**Clock distribution**

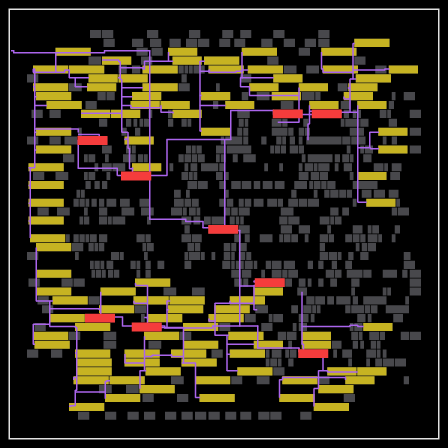
**Gate families picked out**

The bar under the picture is 50 um long.
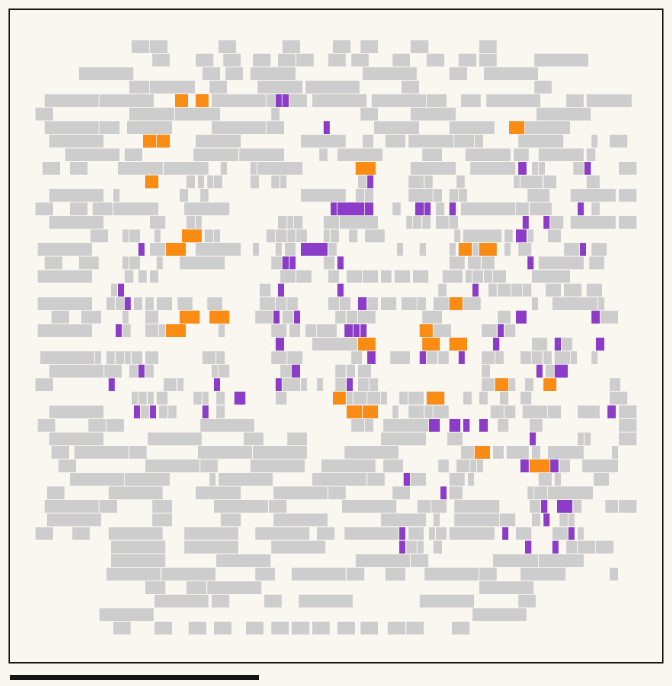
**Routed metal, one color a layer**

The bar under the picture is 50 um long.
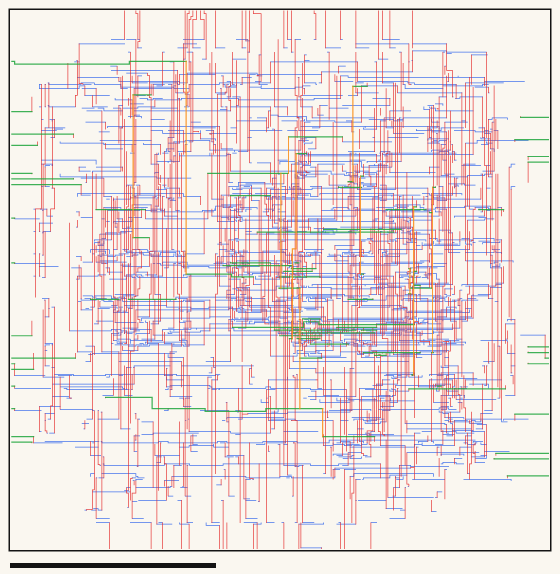
Design stq_adata_wrsched, sky130hd; sources not shown.
==> results.py <==
# Generated from Yosys and OpenROAD reports
metrics = {
    "floorplanning": {
        "num_rows": 44,
        "io-pin-count": 70,
        "chipHeight_um": 131,
        "die_area_mm2": 0.0172,
        "fp_util_pct": 40.5,
    },
    "grt": {
        "antenna_found_initial": 0,
        "grt_pass1_vias": 4670,
        "grt_pass1_wl_um": 24900,
    },
    "critical_path": {
        "cp_max_fo": 30,
        "end_kind": "output port",
        "cp.required_ps": 9860,
        "rr_worst_depth": 12,
    },
    "yosys": {
        "adder_share_pct": 1.54,
        "ys_seq_share_pct": 50.0,
        "aoi_share_pct": 20.0,
        "edf_count": 66,
        "yosys_warnings": 0,
        "ys_sh_xor_pct": 2.39,
        "avgSynthCellArea_um2": 10.6,
    },
    "placement": {
        "gp_routability_congestion": 0.910,
        "place_hpwl_um": 11900,
        "placed_area_mm2": 0.00670,
    },
    "power": {
        "p_sw_share_pct": 46.8,
        "power.net_switching_uw": 1080,
        "ir_drop_v": 0.000136,
        "pwr-share-seq_pct": 23.3,
        "p_per_area_mw_per_mm2": 331,
    },
    "final_timing": {
        "max_slew_margin_pct": 26.2,
        "max_slew.worst_pin.slew_ps": 1100,
        "max_freq_mhz": 199,
        "fin_crit_ps": 5010,
        "slew_viol_final": 0,
        "rsz0062_at_grt": "no",
        "post-route-period-util_pct": 43.2,
        "layout_setup_ws_ps": 6590,
    },
    "drt": {
        "dr_total_vias": 4590,
    },
    "layout": {
        "stdcell_area_mm2": 0.00699,
        "n_fill_cell": 1367,
        "largest_reg_flops": 36,
        "drive_above_1_share_pct": 11.7,
    },
    "run": {
        "drv_cap": 0,
    },
    "outcome": {
        "status": "finished clean",
    },
}
Notes on 'clock distribution' above:
legend:
  purple:
    item: clock wires
    length: 1230 um
  yellow:
    item: flip-flops
    count: 104
  red:
    item: clock-net drivers
    count: 9
routed clock nets: 10
flops lie: spread over the die
power in the clock group: 302 uW
Clock Skew: 6.05 ps
clock power share: 13.1%
worst skew pair latency: 350 ps

Notes on 'gate families picked out' above:
legend:
  orange:
    family: non-inverting ao/oa cells
    cells: 27
  purple:
    family: nor cells
    cells: 76
Comb area share: 38.9%
Commonest Layout Cell: clkdlybuf4s50_1
Non-Filler Instances: 800

Notes on 'routed metal, one color a layer' above:
legend:
  green:
    layer: M3
    wire_length: 728 um
  red:
    layer: M2
    wire_length: 8010 um
  orange:
    layer: M4
    wire_length: 339 um
  blue:
    layer: M1
    wire_length: 6460 um
Total Wirelength: 15500 um
GRT Resource Usage Total: 18.2%
WL per Instance: 19.4 um

-- power groups by stage --
stage          clock, uW  sequential, uW  combinational [uW]
6_report             302             538                1470
5_1_grt              326             548                1620
4_1_cts              310             540                1470
3_5_place_dp           0             548                1460
3_3_place_gp           0             547                1450
2_1_floorplan          0             561                1030
-- cell usage in the layout, fill, tap and decap left out, types with 20 or more instances in the layout --
master           count
clkdlybuf4s50_1     68
nand2_1             42
a21oi_1             40
dfrtp_1             38
mux2i_1             25
inv_1               20
nor2_1              53
mux2_2              22
o21ai_0             30
edfxtp_1            66
-- final cells by class --
| type | count | area [um^2] | share of cell area, % |
|---|---|---|---|
| sequential | 104 | 2930 | 41.9 |
| clock buffer | 10 | 229 | 3.27 |
| multi-input combinational | 400 | 2720 | 38.9 |
| inverter | 20 | 75.1 | 1.07 |
| timing repair buffer | 76 | 738 | 10.6 |
| clock inverter | 6 | 67.6 | 0.966 |
| tap | 184 | 230 | 3.29 |
-- metal layers --
metal  routed length [um]  track usage, %
met5                    0               0
met4                  338            5.77
met3                  727            4.24
met2                 8010            32.1
met1                 6460            21.9
-- critical path: stages --
cell             delay (ps)
clkdlybuf4s50_1         400
buf_4                   240
a21oi_1                 240
clkdlybuf4s50_1         650
-- logic make-up (layout without fill, tap and decap cells) --
family | Yosys count | count (layout)
AND/OR/NAND/NOR | 162 | 162
buffers and inverters | 51 | 112
flip-flops | 104 | 104
XOR/XNOR | 16 | 16
AND-OR/OR-AND | 169 | 169
adder cells (fa/ha/maj) | 6 | 6
multiplexers | 47 | 47
-- metrics by stage --
stage / total power (uW) / util [%]
2_1_floorplan: 1590 / -
3_3_place_gp: 2000 / 46.2
3_5_place_dp: 2010 / 46.2
4_1_cts: 2320 / 48.3
5_1_grt: 2490 / 48.3
6_report: 2310 / 48.3
Power is estimated from default activity; no workload was simulated.
